$ cat src/rtl/node_msg_pkg.sv
// Shared types and constants for the node inbound message writer:
// FSM encoding, CSR word map and ring header field layout.
package node_msg_pkg;

  typedef enum logic [1:0] {
    ST_IDLE    = 2'd0,
    ST_PAYLOAD = 2'd1,
    ST_HEADER  = 2'd2
  } state_t;

  localparam logic [1:0] CSR_HEAD  = 2'd0;
  localparam logic [1:0] CSR_TAIL  = 2'd1;
  localparam logic [1:0] CSR_CTRL  = 2'd2;
  localparam logic [1:0] CSR_COUNT = 2'd3;

  localparam int HDR_TRUNC_BIT = 15;
  localparam int HDR_LEN_MSB   = 14;

  // Packs the truncation flag and stored length into the ring header word.
  function automatic logic [15:0] make_header(input logic trunc,
                                              input logic [HDR_LEN_MSB:0] len);
    logic [15:0] hdr;
    hdr                  = 16'h0000;
    hdr[HDR_TRUNC_BIT]   = trunc;
    hdr[HDR_LEN_MSB:0]   = len;
    return hdr;
  endfunction

endpackage

$ cat src/rtl/node_msg_rx_writer_if.sv
// Inbound flit stream from the node network receive path.
interface node_msg_rx_writer_if;
  logic        valid;
  logic        ready;
  logic [15:0] data;
  logic        sop;
  logic        eop;

  modport master (output valid, data, sop, eop, input ready);
  modport slave  (input valid, data, sop, eop, output ready);
endinterface

$ cat src/rtl/node_msg_rx_writer_csr.sv
// CSR slave for the inbound ring: tail pointer, interrupt enable/pending,
// packet counter and the registered read mux.
module node_msg_csr
  import node_msg_pkg::*;
#(
  parameter int RING_WORDS = 4096,
  parameter int OFF_W      = $clog2(RING_WORDS)
) (
  input  logic             clk,
  input  logic             reset_n,
  input  logic [1:0]       csr_address,
  input  logic             csr_read,
  input  logic             csr_write,
  input  logic [31:0]      csr_writedata,
  output logic [31:0]      csr_readdata,
  output logic             irq,
  input  logic             publish_i,
  input  logic [OFF_W-1:0] head_i,
  output logic [OFF_W-1:0] tail_o
);

  logic [OFF_W-1:0] tail_q, tail_d;
  logic             irq_en_q, irq_en_d;
  logic             irq_pend_q, irq_pend_d;
  logic [31:0]      count_q, count_d;
  logic [31:0]      rdata_q, rdata_d;
  logic             irq_q, irq_d;
  logic             wr_tail_s, wr_ctrl_s;

  assign wr_tail_s = csr_write && (csr_address == CSR_TAIL);
  assign wr_ctrl_s = csr_write && (csr_address == CSR_CTRL);

  // Next-state for the register file; a publish beats a same-cycle W1C.
  always_comb begin
    tail_d     = tail_q;
    irq_en_d   = irq_en_q;
    irq_pend_d = irq_pend_q;
    count_d    = count_q;
    rdata_d    = rdata_q;

    if (wr_tail_s && (csr_writedata < 32'(RING_WORDS))) tail_d = csr_writedata[OFF_W-1:0];
    else                                                tail_d = tail_q;

    if (wr_ctrl_s) irq_en_d = csr_writedata[0];
    else           irq_en_d = irq_en_q;

    if (publish_i)                        irq_pend_d = 1'b1;
    else if (wr_ctrl_s && csr_writedata[1]) irq_pend_d = 1'b0;
    else                                  irq_pend_d = irq_pend_q;

    if (publish_i) count_d = count_q + 32'd1;
    else           count_d = count_q;

    if (csr_read) begin
      case (csr_address)
        CSR_HEAD:  rdata_d = 32'(head_i);
        CSR_TAIL:  rdata_d = 32'(tail_q);
        CSR_CTRL:  rdata_d = {30'd0, irq_pend_q, irq_en_q};
        CSR_COUNT: rdata_d = count_q;
        default:   rdata_d = 32'd0;
      endcase
    end else begin
      rdata_d = rdata_q;
    end

    irq_d = irq_en_d & irq_pend_d;
  end

  // CSR state register with synchronous active-low reset.
  always_ff @(posedge clk) begin
    if (!reset_n) begin
      tail_q     <= {OFF_W{1'b0}};
      irq_en_q   <= 1'b0;
      irq_pend_q <= 1'b0;
      count_q    <= 32'd0;
      rdata_q    <= 32'd0;
      irq_q      <= 1'b0;
    end else begin
      tail_q     <= tail_d;
      irq_en_q   <= irq_en_d;
      irq_pend_q <= irq_pend_d;
      count_q    <= count_d;
      rdata_q    <= rdata_d;
      irq_q      <= irq_d;
    end
  end

  assign csr_readdata = rdata_q;
  assign irq          = irq_q;
  assign tail_o       = tail_q;

endmodule

$ cat src/rtl/node_msg_rx_writer.sv
// Inbound message writer: frames received packets into a ring in processing
// memory port 2 and publishes the head pointer once the header is written.
module node_msg_rx_writer
  import node_msg_pkg::*;
#(
  parameter int ADDR_W        = 14,
  parameter int RING_BASE     = 10752,
  parameter int RING_WORDS    = 4096,
  parameter int MAX_PKT_WORDS = 64
) (
  input  logic                 clk,
  input  logic                 reset_n,
  node_msg_rx_writer_if.slave  rx,
  output logic [ADDR_W-1:0]    mem_address,
  output logic [15:0]          mem_writedata,
  output logic [1:0]           mem_byteenable,
  output logic                 mem_chipselect,
  output logic                 mem_write,
  output logic                 mem_clken,
  input  logic [1:0]           csr_address,
  input  logic                 csr_read,
  input  logic                 csr_write,
  input  logic [31:0]          csr_writedata,
  output logic [31:0]          csr_readdata,
  output logic                 irq
);

  localparam int OFF_W = $clog2(RING_WORDS);
  localparam int LEN_W = HDR_LEN_MSB + 1;

  state_t           state_q, state_d;
  logic [OFF_W-1:0] head_q, head_d, wr_ptr_q, wr_ptr_d;
  logic [LEN_W-1:0] pkt_len_q, pkt_len_d;
  logic             trunc_q, trunc_d;
  logic [OFF_W-1:0] tail_s, used_s, wr_off_s;
  logic [OFF_W:0]   free_s;
  logic             room_s, ready_s, wr_en_s, publish_s;
  logic [15:0]      wr_data_s;

  // A new packet is only started when a maximum-size packet plus header fits.
  assign used_s = head_q - tail_s;
  assign free_s = (OFF_W+1)'(RING_WORDS - 1) - {1'b0, used_s};
  assign room_s = free_s >= (OFF_W+1)'(MAX_PKT_WORDS + 1);

  // Packet framing FSM: payload goes at head+1.., header at head, then publish.
  always_comb begin
    state_d   = state_q;
    head_d    = head_q;
    wr_ptr_d  = wr_ptr_q;
    pkt_len_d = pkt_len_q;
    trunc_d   = trunc_q;
    ready_s   = 1'b0;
    wr_en_s   = 1'b0;
    wr_off_s  = wr_ptr_q;
    wr_data_s = rx.data;
    publish_s = 1'b0;
    case (state_q)
      ST_IDLE: begin
        ready_s = room_s;
        if (rx.valid && room_s && rx.sop) begin
          wr_en_s   = 1'b1;
          wr_off_s  = head_q + OFF_W'(1);
          wr_ptr_d  = head_q + OFF_W'(2);
          pkt_len_d = LEN_W'(1);
          trunc_d   = 1'b0;
          state_d   = rx.eop ? ST_HEADER : ST_PAYLOAD;
        end else begin
          state_d = ST_IDLE;
        end
      end
      ST_PAYLOAD: begin
        // A sop here means the previous packet lost its eop: close it first.
        ready_s = ~rx.sop;
        if (rx.valid && rx.sop) begin
          trunc_d = 1'b1;
          state_d = ST_HEADER;
        end else if (rx.valid) begin
          if (pkt_len_q < LEN_W'(MAX_PKT_WORDS)) begin
            wr_en_s   = 1'b1;
            wr_ptr_d  = wr_ptr_q + OFF_W'(1);
            pkt_len_d = pkt_len_q + LEN_W'(1);
          end else begin
            trunc_d = 1'b1;
          end
          state_d = rx.eop ? ST_HEADER : ST_PAYLOAD;
        end else begin
          state_d = ST_PAYLOAD;
        end
      end
      ST_HEADER: begin
        wr_en_s   = 1'b1;
        wr_off_s  = head_q;
        wr_data_s = make_header(trunc_q, pkt_len_q);
        publish_s = 1'b1;
        head_d    = wr_ptr_q;
        trunc_d   = 1'b0;
        state_d   = ST_IDLE;
      end
      default: state_d = ST_IDLE;
    endcase
  end

  // Framing state register with synchronous active-low reset.
  always_ff @(posedge clk) begin
    if (!reset_n) begin
      state_q   <= ST_IDLE;
      head_q    <= {OFF_W{1'b0}};
      wr_ptr_q  <= {OFF_W{1'b0}};
      pkt_len_q <= {LEN_W{1'b0}};
      trunc_q   <= 1'b0;
    end else begin
      state_q   <= state_d;
      head_q    <= head_d;
      wr_ptr_q  <= wr_ptr_d;
      pkt_len_q <= pkt_len_d;
      trunc_q   <= trunc_d;
    end
  end

  assign rx.ready       = reset_n & ready_s;
  assign mem_write      = reset_n & wr_en_s;
  assign mem_chipselect = reset_n & wr_en_s;
  assign mem_address    = ADDR_W'(RING_BASE) + ADDR_W'(wr_off_s);
  assign mem_writedata  = wr_data_s;
  assign mem_byteenable = 2'b11;
  assign mem_clken      = 1'b1;

  node_msg_csr #(
    .RING_WORDS (RING_WORDS),
    .OFF_W      (OFF_W)
  ) u_csr (
    .clk           (clk),
    .reset_n       (reset_n),
    .csr_address   (csr_address),
    .csr_read      (csr_read),
    .csr_write     (csr_write),
    .csr_writedata (csr_writedata),
    .csr_readdata  (csr_readdata),
    .irq           (irq),
    .publish_i     (publish_s),
    .head_i        (head_q),
    .tail_o        (tail_s)
  );

endmodule

$ cat src/flat_wrapper.sv
// flat-port wrapper written by rule: the top's interface ports become plain ports
module node_msg_rx_writer_flat import node_msg_pkg::*;
#(
  parameter int ADDR_W        = 14,
  parameter int RING_BASE     = 10752,
  parameter int RING_WORDS    = 4096,
  parameter int MAX_PKT_WORDS = 64
)
  (clk, reset_n, mem_address, mem_writedata, mem_byteenable, mem_chipselect, mem_write, mem_clken, csr_address, csr_read, csr_write, csr_writedata, csr_readdata, irq, rx_valid, rx_data, rx_sop, rx_eop, rx_ready);
  node_msg_rx_writer_if rx_i ();
  input  logic clk;
  input  logic reset_n;
  output logic [ADDR_W-1:0] mem_address;
  output logic [15:0] mem_writedata;
  output logic [1:0] mem_byteenable;
  output logic mem_chipselect;
  output logic mem_write;
  output logic mem_clken;
  input  logic [1:0] csr_address;
  input  logic csr_read;
  input  logic csr_write;
  input  logic [31:0] csr_writedata;
  output logic [31:0] csr_readdata;
  output logic irq;
  input wire logic [$bits(rx_i.valid)-1:0] rx_valid;
  input wire logic [$bits(rx_i.data)-1:0] rx_data;
  input wire logic [$bits(rx_i.sop)-1:0] rx_sop;
  input wire logic [$bits(rx_i.eop)-1:0] rx_eop;
  output wire logic [$bits(rx_i.ready)-1:0] rx_ready;
  assign rx_i.valid = rx_valid;
  assign rx_i.data = rx_data;
  assign rx_i.sop = rx_sop;
  assign rx_i.eop = rx_eop;
  assign rx_ready = rx_i.ready;
  node_msg_rx_writer #(.ADDR_W(ADDR_W), .RING_BASE(RING_BASE), .RING_WORDS(RING_WORDS), .MAX_PKT_WORDS(MAX_PKT_WORDS)) u_core (.clk(clk), .reset_n(reset_n), .rx(rx_i), .mem_address(mem_address), .mem_writedata(mem_writedata), .mem_byteenable(mem_byteenable), .mem_chipselect(mem_chipselect), .mem_write(mem_write), .mem_clken(mem_clken), .csr_address(csr_address), .csr_read(csr_read), .csr_write(csr_write), .csr_writedata(csr_writedata), .csr_readdata(csr_readdata), .irq(irq));
endmodule
$ cat config.mk
export PLATFORM = sky130hd
export DESIGN_NAME = node_msg_rx_writer_flat
export DESIGN_NICKNAME = d
export VERILOG_FILES = /design/src/rtl/node_msg_pkg.sv /design/src/rtl/node_msg_rx_writer_if.sv /design/src/rtl/node_msg_rx_writer_csr.sv /design/src/rtl/node_msg_rx_writer.sv /design/src/flat_wrapper.sv
export SDC_FILE = /design/constraint.sdc
export NUM_CORES = 1
export LEC_CHECK = 0
export CORE_ASPECT_RATIO = 0.5
export CORE_MARGIN = 4
export CORE_UTILIZATION = 48
export CTS_BUF_LIST = sky130_fd_sc_hd__clkbuf_16
export CTS_CLUSTER_SIZE = 10
export DETAILED_ROUTE_END_ITERATION = 8
export HOLD_SLACK_MARGIN = 0.15
export PLACE_DENSITY = 0.77
export SYNTH_ARGS = -nofsm -noshare
export SYNTH_HDL_FRONTEND = slang
export SYNTH_HIERARCHICAL = 1
export SYNTH_SLANG_ARGS = --single-unit
export TNS_END_PERCENT = 20
$ cat constraint.sdc
create_clock -name clk -period 3.95 [get_ports clk]
set_input_delay 0.395 -clock clk [delete_from_list [all_inputs] [get_ports clk]]
set_output_delay 0.395 -clock clk [all_outputs]
set_load 0.02 [all_outputs]
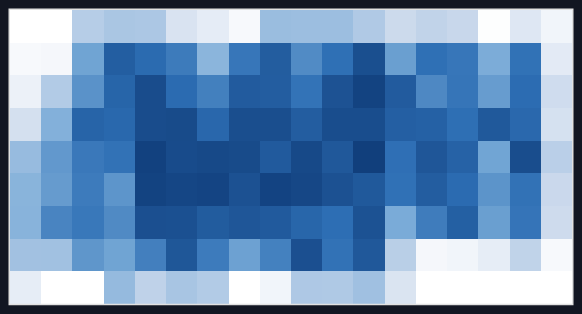
Fig. 1. Local utilization (run 1).
The die is cut into 18 by 9 equal tiles; white is low, dark blue is high, 0 to 100% covered.
tiles over 75% full = 36%
emptiest ninth of the die = lower right
nearly empty tiles = 6.8%
densest ninth of the die = centre
mean over tiles = 56%

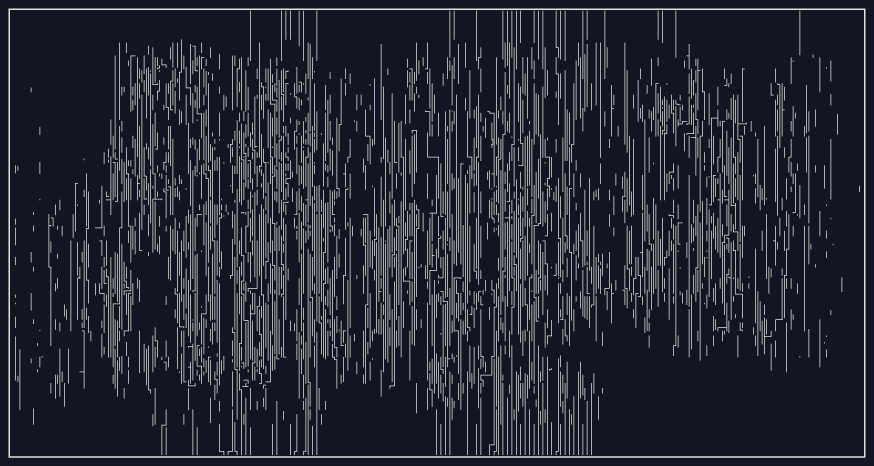
Fig. 2. Metal 2 (run 1).
share of all routed wire = 47%
main direction = vertical
nets with wire on the layer = 957
total vias in the final route: 7409
aggregate routed wire length: 21600 um
GR met2 Demand/Resource: 42.4%

==> impl_metrics.json, run 1 <==
{
  "comb_area_mm2": 0.00433,
  "grt_max_degree": 44,
  "finalSetupViolations": 13,
  "numPortBuffers": 121,
  "synth.largest_area_cell": "sky130_fd_sc_hd__dfxtp_1",
  "setup_ws_ns": -0.120,
  "sequential_cell_power_w": 0.00126,
  "cp.required_ns": 3.56,
  "final.setup_skew_ns": 0.00982,
  "pwr-share-seq_pct": 38.9,
  "post-route-drc-count": 0,
  "antenna_found_initial": 0,
  "cts_tree": "built",
  "edf_count": 0,
  "violations": "setup timing",
  "routability_congestion_estimate_from_global_placement": 0.955,
  "path_buffers": 7,
  "seqAreaFraction_pct": 25.9,
  "report.final.slew_viol_count": 0,
  "pre_cts_setup_slack_ns": -0.299,
  "run_status": "complete, but fails checks",
  "well_tap_count": 192,
  "via_count_of_the_first_global_routing_pass": 6941,
  "cts_inserted_buffers": 17,
  "nonClockInverterCount": 27
}
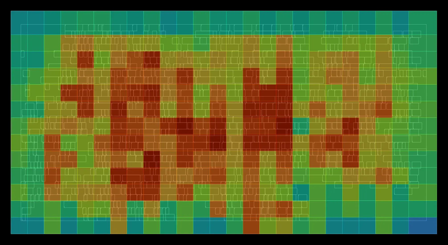
Fig. 3. Congestion heat map (run 1).
total routing resource utilization after global routing: 25.4%
core utilization of the finished layout: 68.3%
GR Layer Usage met3: 5.02%
wire per inst: 17.4 um

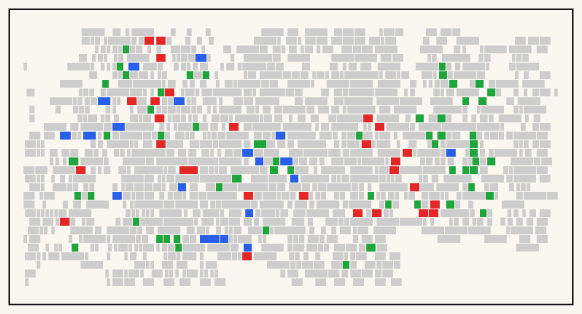
Fig. 4. Logic cells by family (run 1).
and/or cells -> green  # cells 57
xor and xnor cells -> red  # cells 27
non-inverting ao/oa cells -> blue  # cells 19

==> run 2, diff against run 1 <==
ABC_AREA = 1   (was default)
CORE_UTILIZATION = 49   (was 48)
CTS_CLUSTER_SIZE = 20   (was 10)
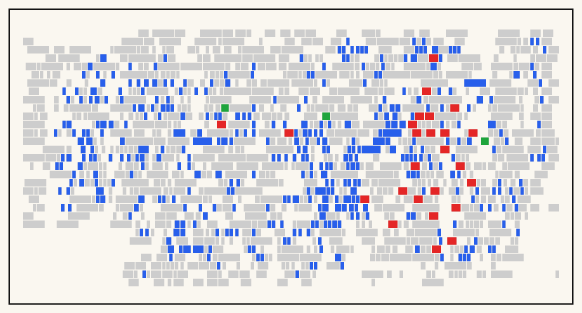
Fig. 5. Logic cells by family (run 2).
nand cells -> blue  # cells 389
xor and xnor cells -> red  # cells 25, where middle right
non-inverting ao/oa cells -> green  # cells 3
share of cell area taken by multi-input logic gates: 45.2%
commonest non-fill, non-tap cell in the layout: sky130_fd_sc_hd__nand2_1

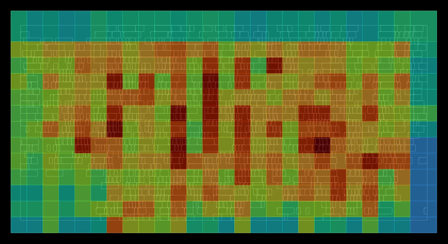
Fig. 6. Congestion heat map (run 2).
wire per inst: 14.5 um
met1 usage in global routing: 32.2%
total routing resource utilization after global routing: 24.7%

==> run 2 against run 1 <==
Compared with the run above: the flow now finishes without violations; cell area rose by 0.93%; utilization is 4.2 points lower; worst setup slack improved by 0.37 ns; global-route usage fell by 0.71 points; first-iteration DRC count fell by 22%; routed wire length increased by 0.96%; largest cell class unchanged; highest routed layer unchanged.
==> impl_metrics.json, run 2 <==
{
  "final.setup_skew_ns": 0.0129,
  "numPortBuffers": 121,
  "nonClockInverterCount": 168,
  "well_tap_count": 198,
  "post-route-drc-count": 0,
  "report.final.slew_viol_count": 0,
  "comb_area_mm2": 0.00429,
  "cts_inserted_buffers": 17,
  "grt_max_degree": 92,
  "synth.largest_area_cell": "sky130_fd_sc_hd__dfxtp_1",
  "setup_ws_ns": 0.250,
  "pwr-share-seq_pct": 38.9,
  "path_buffers": 4,
  "via_count_of_the_first_global_routing_pass": 7433,
  "routability_congestion_estimate_from_global_placement": 0.975,
  "num_vias": 7992,
  "finalSetupViolations": 0,
  "routed_wl_um": 21800,
  "run_status": "finished clean",
  "finalCoreUtilization_pct": 64.1,
  "cts_tree": "built",
  "cp.required_ns": 3.56,
  "use_met3_pct": 5.29
}
==> run 3, diff against run 2 <==
ABC_AREA = default   (was 1)
CORE_UTILIZATION = 48   (was 49)
SETUP_SLACK_MARGIN = 0.2   (was default)
SKIP_CTS_REPAIR_TIMING = 1   (was default)
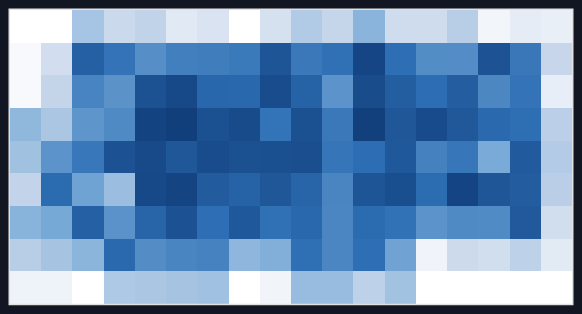
Fig. 7. Local utilization (run 3).
The die is cut into 18 by 9 equal tiles; white is low, dark blue is high, 0 to 100% covered.
mean over tiles = 55%
tiles over 75% full = 36%
fullest tile = 94%
nearly empty tiles = 6.2%
emptiest ninth of the die = lower right
densest ninth of the die = centre

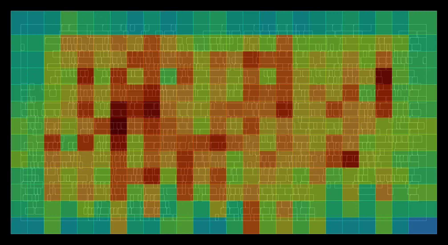
Fig. 8. Congestion heat map (run 3).
Most Crowded Layer GR: met2
core utilization of the finished layout: 67.8%

==> run 3 against run 2 <==
Compared with the run above: the flow now finishes with violations (setup timing); clock skew down 0.0026 ns; synthesized cell count shrank 25%; count of clock-buffer cells in the layout stayed put; global-route usage fell by 0.97 points; routed wire length fell by 5.8%; flip-flop count did not move; area after synthesis fell by 9.3%; cell count fell by 18%; combinational power is 38% lower; worst hold slack improved by 0.19 ns; die area shrank 7.0%; worst setup slack worse by 0.49 ns; largest cell class unchanged; largest power group unchanged.
==> impl_metrics.json, run 3 <==
{
  "nonClockInverterCount": 27,
  "path_buffers": 3,
  "violations": "setup timing",
  "sequential_cell_power_w": 0.00126,
  "final.setup_skew_ns": 0.0103,
  "grt_util_met1_pct": 30.7,
  "run_status": "complete, but fails checks",
  "num_vias": 7245,
  "comb_area_share_pct": 45.9,
  "well_tap_count": 192,
  "ff2ff_path_depth": 14,
  "edf_count": 0,
  "setup_ws_ns": -0.245,
  "numPortBuffers": 121,
  "report.final.slew_viol_count": 0,
  "grt_max_degree": 44,
  "cts_inserted_buffers": 17,
  "drt.antenna.violating_nets": 0,
  "routed_wl_um": 20600,
  "final_layout_size_suffix_gt1_share_pct": 15.8,
  "path_clk_slew_ns": 0.06,
  "wl_met2_um": 9730,
  "antenna_found_initial": 0,
  "cp.required_ns": 3.56,
  "post-route-drc-count": 0,
  "final_layout_top_logic_cell": "sky130_fd_sc_hd__nand2_1",
  "seqAreaFraction_pct": 26.0,
  "post_drt_wl_per_cell_um": 16.6,
  "use_met3_pct": 4.89,
  "grt.total_usage_pct": 23.7,
  "via_count_of_the_first_global_routing_pass": 6565,
  "pwr-share-seq_pct": 39.8,
  "min-delay-path-class": "reg -> reg",
  "timing.slew.headroom_pct": 52.1,
  "cts_tree": "built",
  "synth.largest_area_cell": "sky130_fd_sc_hd__dfxtp_1",
  "finalSetupViolations": 12,
  "power_per_cell_area_mw_per_mm2": 338,
  "routability_congestion_estimate_from_global_placement": 0.875,
  "comb_area_mm2": 0.00429,
  "clock_tree.buffer_depth": 2
}

==> gallery <==
Signal wires by layer.
Plate I
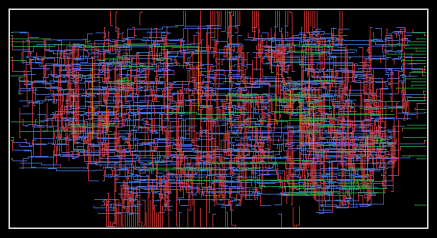
Plate II
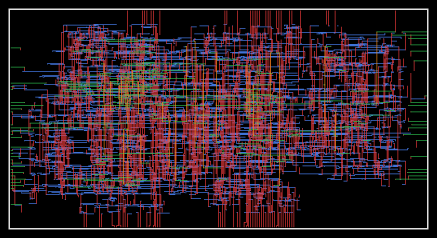
For run 2, see Plate I.
For run 1, see Plate II.

Key to Plate II:
M1 -> blue  # wire length 9140 um
M2 -> red  # wire length 10200 um
M4 -> orange  # wire length 701 um
M3 -> green  # wire length 1650 um

Power is estimated from default activity; no workload was simulated.
